--- config.mk ---
export PLATFORM = sky130hd
export DESIGN_NAME = fetch_stage
export DESIGN_NICKNAME = d
export VERILOG_FILES = /design/src/rtl/mips_pkg.sv /design/src/rtl/if_id_reg.sv /design/src/rtl/fetch_stage.sv
export SDC_FILE = /design/constraint.sdc
export NUM_CORES = 1
export LEC_CHECK = 0
export CORE_UTILIZATION = 45
export DETAILED_ROUTE_END_ITERATION = 8
export PLACE_DENSITY_LB_ADDON = 0.25
export SKIP_CTS_REPAIR_TIMING = 1
export SYNTH_ARGS = -nofsm -noshare
export SYNTH_HDL_FRONTEND = slang
export SYNTH_HIERARCHICAL = 1
export SYNTH_SLANG_ARGS = --single-unit
--- constraint.sdc ---
create_clock -name clk -period 2.5 [get_ports clk]
set_input_delay 0.25 -clock clk [delete_from_list [all_inputs] [get_ports clk]]
set_output_delay 0.25 -clock clk [all_outputs]
set_load 0.01 [all_outputs]
--- src/rtl/mips_pkg.sv ---
// ============================================================================
//  Module : mips_pkg
//  Shared widths, NOP encoding and fetch FSM state type for the MIPS core.
//  Rev    : 1.0
// ============================================================================
`default_nettype none

package mips_pkg;

   localparam int          INST_W   = 32;
   localparam int          ADDR_W   = 32;
   localparam logic [31:0] NOP_INST = 32'h0000_0000;

   typedef enum logic [1:0] {
      IDLE = 2'd0,
      RUN  = 2'd1,
      HALT = 2'd2
   } fetch_state_t;

endpackage

`default_nettype wire

--- src/rtl/if_id_reg.sv ---
// ============================================================================
//  Module : if_id_reg
//  IF/ID pipeline register with clear (bubble), hold and load controls.
//  Rev    : 1.0
// ============================================================================
`default_nettype none

module if_id_reg #(
   parameter int                   INST_W   = 32,
   parameter int                   ADDR_W   = 32,
   parameter logic [INST_W-1:0]    NOP_INST = '0
) (
   input  logic                    clk,
   input  logic                    rst_n,
   input  logic                    i_clear,
   input  logic                    i_hold,
   input  logic                    i_load,
   input  logic [INST_W-1:0]       i_inst,
   input  logic [ADDR_W-1:0]       i_pc4,
   output logic [INST_W-1:0]       o_inst,
   output logic [ADDR_W-1:0]       o_pc4,
   output logic                    o_valid
);

   logic [INST_W-1:0] r_inst;
   logic [ADDR_W-1:0] r_pc4;
   logic              r_valid;

   // Clear beats hold so a flush can squash a stalled instruction.
   always_ff @(posedge clk or negedge rst_n) begin
      if (!rst_n) begin
         r_inst  <= NOP_INST;
         r_pc4   <= '0;
         r_valid <= 1'b0;
      end else if (i_clear) begin
         r_inst  <= NOP_INST;
         r_valid <= 1'b0;
      end else if (i_load && !i_hold) begin
         r_inst  <= i_inst;
         r_pc4   <= i_pc4;
         r_valid <= 1'b1;
      end
   end

   assign o_inst  = r_inst;
   assign o_pc4   = r_pc4;
   assign o_valid = r_valid;

endmodule

`default_nettype wire

--- src/rtl/fetch_stage.sv ---
// ============================================================================
//  Module : fetch_stage
//  Instruction fetch: PC register, next-PC selection, run/halt FSM, IF/ID reg.
//  Rev    : 1.0
// ============================================================================
`default_nettype none

module fetch_stage #(
   parameter logic [mips_pkg::ADDR_W-1:0] RESET_PC = 32'h0000_0000,
   parameter logic [mips_pkg::INST_W-1:0] NOP_INST = mips_pkg::NOP_INST
) (
   input  logic                          clk,
   input  logic                          rst_n,
   output logic [mips_pkg::ADDR_W-1:0]   imem_addr,
   input  logic [mips_pkg::INST_W-1:0]   imem_data,
   input  logic                          stall,
   input  logic                          flush,
   input  logic                          branch_taken,
   input  logic [mips_pkg::ADDR_W-1:0]   branch_target,
   input  logic                          halt_req,
   output logic [mips_pkg::ADDR_W-1:0]   pc,
   output logic [mips_pkg::INST_W-1:0]   if_id_inst,
   output logic [mips_pkg::ADDR_W-1:0]   if_id_pc4,
   output logic                          if_id_valid,
   output logic                          halted,
   output logic                          misalign_err
);

   import mips_pkg::*;

   localparam logic [ADDR_W-1:0] c_ALIGN_MASK = {{(ADDR_W-2){1'b1}}, 2'b00};
   localparam logic [ADDR_W-1:0] c_FOUR       = ADDR_W'(4);

   fetch_state_t      r_state;
   fetch_state_t      w_state_nxt;
   logic [ADDR_W-1:0] r_pc;
   logic [ADDR_W-1:0] w_pc_nxt;
   logic [ADDR_W-1:0] w_pc4;
   logic              w_clear;
   logic              w_hold;
   logic              w_load;
   logic              w_misalign_set;
   logic              r_misalign;

   assign w_pc4 = r_pc + c_FOUR;

   always_ff @(posedge clk or negedge rst_n) begin
      if (!rst_n) begin
         r_state    <= IDLE;
         r_pc       <= RESET_PC;
         r_misalign <= 1'b0;
      end else begin
         r_state    <= w_state_nxt;
         r_pc       <= w_pc_nxt;
         r_misalign <= r_misalign | w_misalign_set;
      end
   end

   // Redirect outranks halt, flush and stall; halt outranks flush and stall.
   always_comb begin
      w_state_nxt    = r_state;
      w_pc_nxt       = r_pc;
      w_clear        = 1'b0;
      w_hold         = 1'b1;
      w_load         = 1'b0;
      w_misalign_set = 1'b0;
      case (r_state)
         IDLE: begin
            w_state_nxt = RUN;
         end
         RUN: begin
            if (branch_taken) begin
               w_pc_nxt       = branch_target & c_ALIGN_MASK;
               w_clear        = 1'b1;
               w_misalign_set = |branch_target[1:0];
            end else if (halt_req) begin
               w_state_nxt = HALT;
               w_clear     = 1'b1;
            end else if (flush) begin
               w_clear  = 1'b1;
               w_pc_nxt = stall ? r_pc : w_pc4;
            end else if (!stall) begin
               w_hold   = 1'b0;
               w_load   = 1'b1;
               w_pc_nxt = w_pc4;
            end
         end
         HALT: begin
            w_clear = 1'b1;
         end
         default: begin
            w_state_nxt = IDLE;
         end
      endcase
   end

   if_id_reg #(
      .INST_W   (INST_W),
      .ADDR_W   (ADDR_W),
      .NOP_INST (NOP_INST)
   ) u_if_id_reg (
      .clk     (clk),
      .rst_n   (rst_n),
      .i_clear (w_clear),
      .i_hold  (w_hold),
      .i_load  (w_load),
      .i_inst  (imem_data),
      .i_pc4   (w_pc4),
      .o_inst  (if_id_inst),
      .o_pc4   (if_id_pc4),
      .o_valid (if_id_valid)
   );

   assign imem_addr    = r_pc;
   assign pc           = r_pc;
   assign halted       = (r_state == HALT);
   assign misalign_err = r_misalign;

endmodule

`default_nettype wire
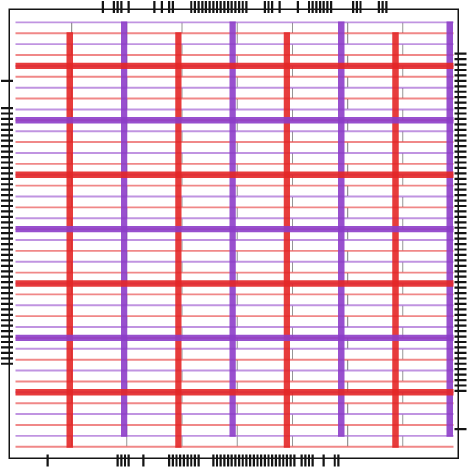
**Above:** run 1 (PDN straps and rails).
Drawn at 4 px/um. Pins as bars on the die edge. Tap cells in gray.
color	net
purple	VDD
red	VSS
met5 straps	7
signal pins	201

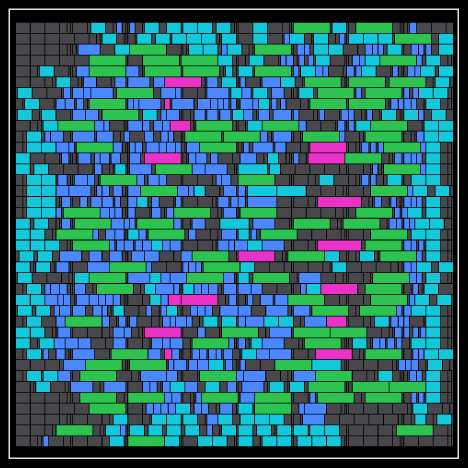
**Above:** run 1 (placement by cell class).
Drawn at 4 px/um. Fill, decap, tap and diode cells in gray.
color	class	cells	share of their area
blue	remaining logic cells	390	33%
green	registers	98	33%
magenta	clock drivers and dummy loads	16	4.4%
cyan	remaining buffers and delay cells	221	29%

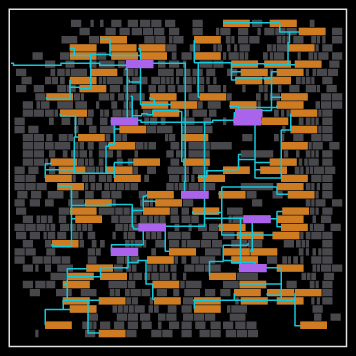
**Above:** run 1 (clock wires, drivers and flops).
Drawn at 3 px/um.
[orange] flip-flops | count: 98
[purple] clock-net drivers | count: 9
[cyan] clock wires | length: 1210 um
flops lie	widely spread

==> run notes, run 1 <==
flow finished, numbers: vias=~4700, Biggest Area Class=multi-input combinational cells, Yosys top cell by instances=dfrtp_1, busiest grt layer=met2, placement-stage cell area=approximately 0.0073 mm^2, Power Internal=4.33 mW, drt via density=5.45, Max VDD drop=between 0.0005 and 0.0006 V, max-slew violations=0, area share, top type=45.1%, Max power group=combinational logic, DRC viols=16, ys async rst share=100%, AO/OA Area Share=a little over an eighth, Hold Path Cell Cnt=3, CTS tree=yes, first-pass GRT wire length=23.8 mm, Combinational Power=2.89 mW, Dominant combinational family=simple AND/OR/NAND/NOR gates, n_taps=143, Sw Ratio=36.0%, yosys xor share=4.51%, CP endpoint kind=flop, HPWL Detailed=10.7 mm, violated checks=design-rule violations, later-pin clock latency in the skew report=~0.34 ns, status=finished with violations, CP max stage delay=0.53 ns, adder-cell share of the synthesized area=less than 1%, crit path DAT=between 2 and 3 ns, Logic cell area=0.00247 mm^2, GPL Wtd Cong=a little over 0.8, share of layout cells above drive strength 1=a little under an eighth, pre-CTS setup slack=approximately 0.14 ns
**Run 1: signal wires by layer**

Drawn at 4 px/um.
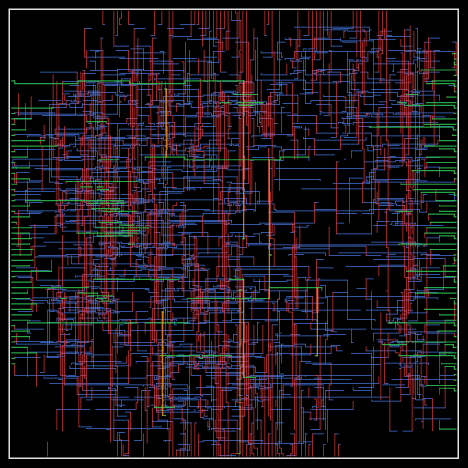

## Run 2: what changed since run 1
--- a/config.mk
+++ b/config.mk
@@ -7,6 +7,7 @@
 export LEC_CHECK = 0
 export CORE_UTILIZATION = 45
 export DETAILED_ROUTE_END_ITERATION = 8
+export MAX_ROUTING_LAYER = met4
 export PLACE_DENSITY_LB_ADDON = 0.25
 export SKIP_CTS_REPAIR_TIMING = 1
 export SYNTH_ARGS = -nofsm -noshare
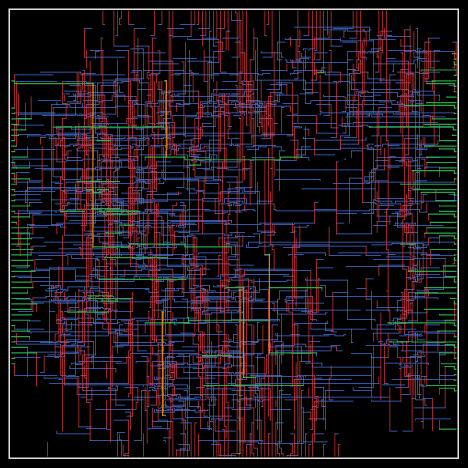
**Above:** run 2 (signal wires by layer).
Drawn at 4 px/um.
color	layer	wire length
blue	M1	6570 um
red	M2	7190 um
orange	M4	173 um
green	M3	855 um

==> run 2 against run 1 <==
Effect of this change: the flow still finishes with violations (design-rule violations); flip-flop count did not move; global-route usage rose by 0.82 points; die size did not move; highest routed layer unchanged; core utilization did not move; maximum frequency rose by 0.56%; non-clock buffer count did not move; critical path type unchanged; combinational power barely moved.
==> run notes, run 2 <==
flow finished, numbers: share of layout cells above drive strength 1=11.9% (unchanged), worst-path cell chain=ha_1, nand3_1, or4_4, or4_4, xnor2_1, mux2_4 (unchanged), Ports=201 (unchanged), max-slew violations=0 (unchanged), Max power group=combinational logic (unchanged), yosys xor share=4.51% (unchanged), adder-cell share of the synthesized area=0.921% (unchanged), AO/OA Area Share=13.5% (unchanged), Max VDD drop=0.000512 V (was 0.000513 V), Hold Path Cell Cnt=3 (unchanged), CP endpoint kind=flop (unchanged), ys async rst share=100% (unchanged), busiest grt layer=met2 (unchanged), pre-CTS setup slack=0.143 ns (unchanged), Simple-Gate Area Share=16.9% (unchanged), Combinational Power=2.88 mW (was 2.89 mW), nets@finish=794 (unchanged), I/O Buffers=196 (unchanged), CP max stage delay=0.53 ns (about the same), placement-stage cell area=0.00734 mm^2 (unchanged), starting DRC count in detailed routing=334 (was 364), Yosys top cell by instances=dfrtp_1 (unchanged), status=finished with violations (unchanged), DRC viols=16 (unchanged), later-pin clock latency in the skew report=0.34 ns (about the same), GR Util met2=40.8% (unchanged), Power Internal=4.33 mW (about the same), Worst-path clk slew=0.07 ns (about the same), HPWL Detailed=10.7 mm (unchanged), Tmin final=2.38 ns (was 2.39 ns), violated checks=design-rule violations (unchanged), Biggest Area Class=multi-input combinational cells (unchanged), CTS tree=yes (unchanged), Sw Ratio=36.0% (about the same), crit path DAT=2.60 ns (was 2.61 ns), Logic cell area=0.00247 mm^2 (unchanged), area share, top type=45.1% (unchanged), GPL Wtd Cong=0.831 (was 0.819), drt via density=5.43 (was 5.45), Die Size=0.0125 mm^2 (unchanged), Dominant combinational family=simple AND/OR/NAND/NOR gates (unchanged), n_taps=143 (unchanged), H-tree depth=3 (unchanged)
## Run 3: what changed since run 2
--- a/config.mk
+++ b/config.mk
@@ -7,6 +7,7 @@
 export LEC_CHECK = 0
 export CORE_UTILIZATION = 45
 export DETAILED_ROUTE_END_ITERATION = 8
+export HOLD_SLACK_MARGIN = 0.06
 export MAX_ROUTING_LAYER = met4
 export PLACE_DENSITY_LB_ADDON = 0.25
 export SKIP_CTS_REPAIR_TIMING = 1
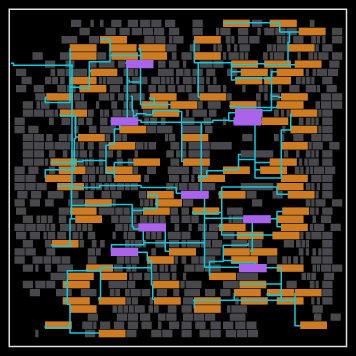
**Above:** run 3 (clock wires, drivers and flops).
Drawn at 3 px/um.
[purple] clock-net drivers | count: 9
[orange] flip-flops | count: 98
[cyan] clock wires | length: 1220 um
routed clock nets	10
flops lie	widely spread

==> run 3 against run 2 <==
Effect of this change: critical path depth is the same; core utilization is the same; design area is the same; largest power group unchanged; clock skew is the same; the flow still finishes with violations (design-rule violations); largest cell class unchanged; area after synthesis is the same.
==> run notes, run 3 <==
flow finished, numbers: status=finished with violations (unchanged), violated checks=design-rule violations (unchanged), Yosys top cell by instances=dfrtp_1 (unchanged), adder-cell share of the synthesized area=0.921% (unchanged), # Cells Yosys=555 (unchanged), Sw Ratio=36.0% (unchanged), Biggest Area Class=multi-input combinational cells (unchanged), Power Internal=4.33 mW (unchanged), Dominant combinational family=simple AND/OR/NAND/NOR gates (unchanged), CLK BUF=12 (unchanged), Final Util=66.1% (unchanged), Ports=201 (unchanged), crit path DAT=2.60 ns (about the same), placement-stage cell area=0.00734 mm^2 (unchanged), Die Size=0.0125 mm^2 (unchanged), Simple-Gate Area Share=16.9% (unchanged), Worst-path clk slew=0.07 ns (about the same), pre-CTS setup slack=0.143 ns (unchanged), max-slew violations=0 (unchanged), area share, top type=45.1% (unchanged), later-pin clock latency in the skew report=0.34 ns (about the same), drt via density=5.43 (unchanged), I/O Buffers=196 (unchanged), Combinational Power=2.88 mW (about the same), Logic cell area=0.00247 mm^2 (unchanged), CP endpoint kind=flop (unchanged), Max power group=combinational logic (unchanged), busiest grt layer=met2 (unchanged), n_taps=143 (unchanged), yosys xor share=4.51% (unchanged), HPWL Detailed=10.7 mm (unchanged), nets@finish=794 (unchanged), Core ar.=0.0116 mm^2 (unchanged), worst-path cell chain=ha_1, nand3_1, or4_4, or4_4, xnor2_1, mux2_4 (unchanged), Hold Path Cell Cnt=3 (unchanged), CP max stage delay=0.53 ns (about the same), starting DRC count in detailed routing=334 (unchanged), H-tree depth=3 (unchanged), DRC viols=16 (unchanged), CTS tree=yes (unchanged), AO/OA Area Share=13.5% (unchanged), GR Util met2=40.8% (unchanged), first-pass GRT wire length=23.9 mm (unchanged), vias=4717 (unchanged)
Power is estimated from default activity; no workload was simulated.
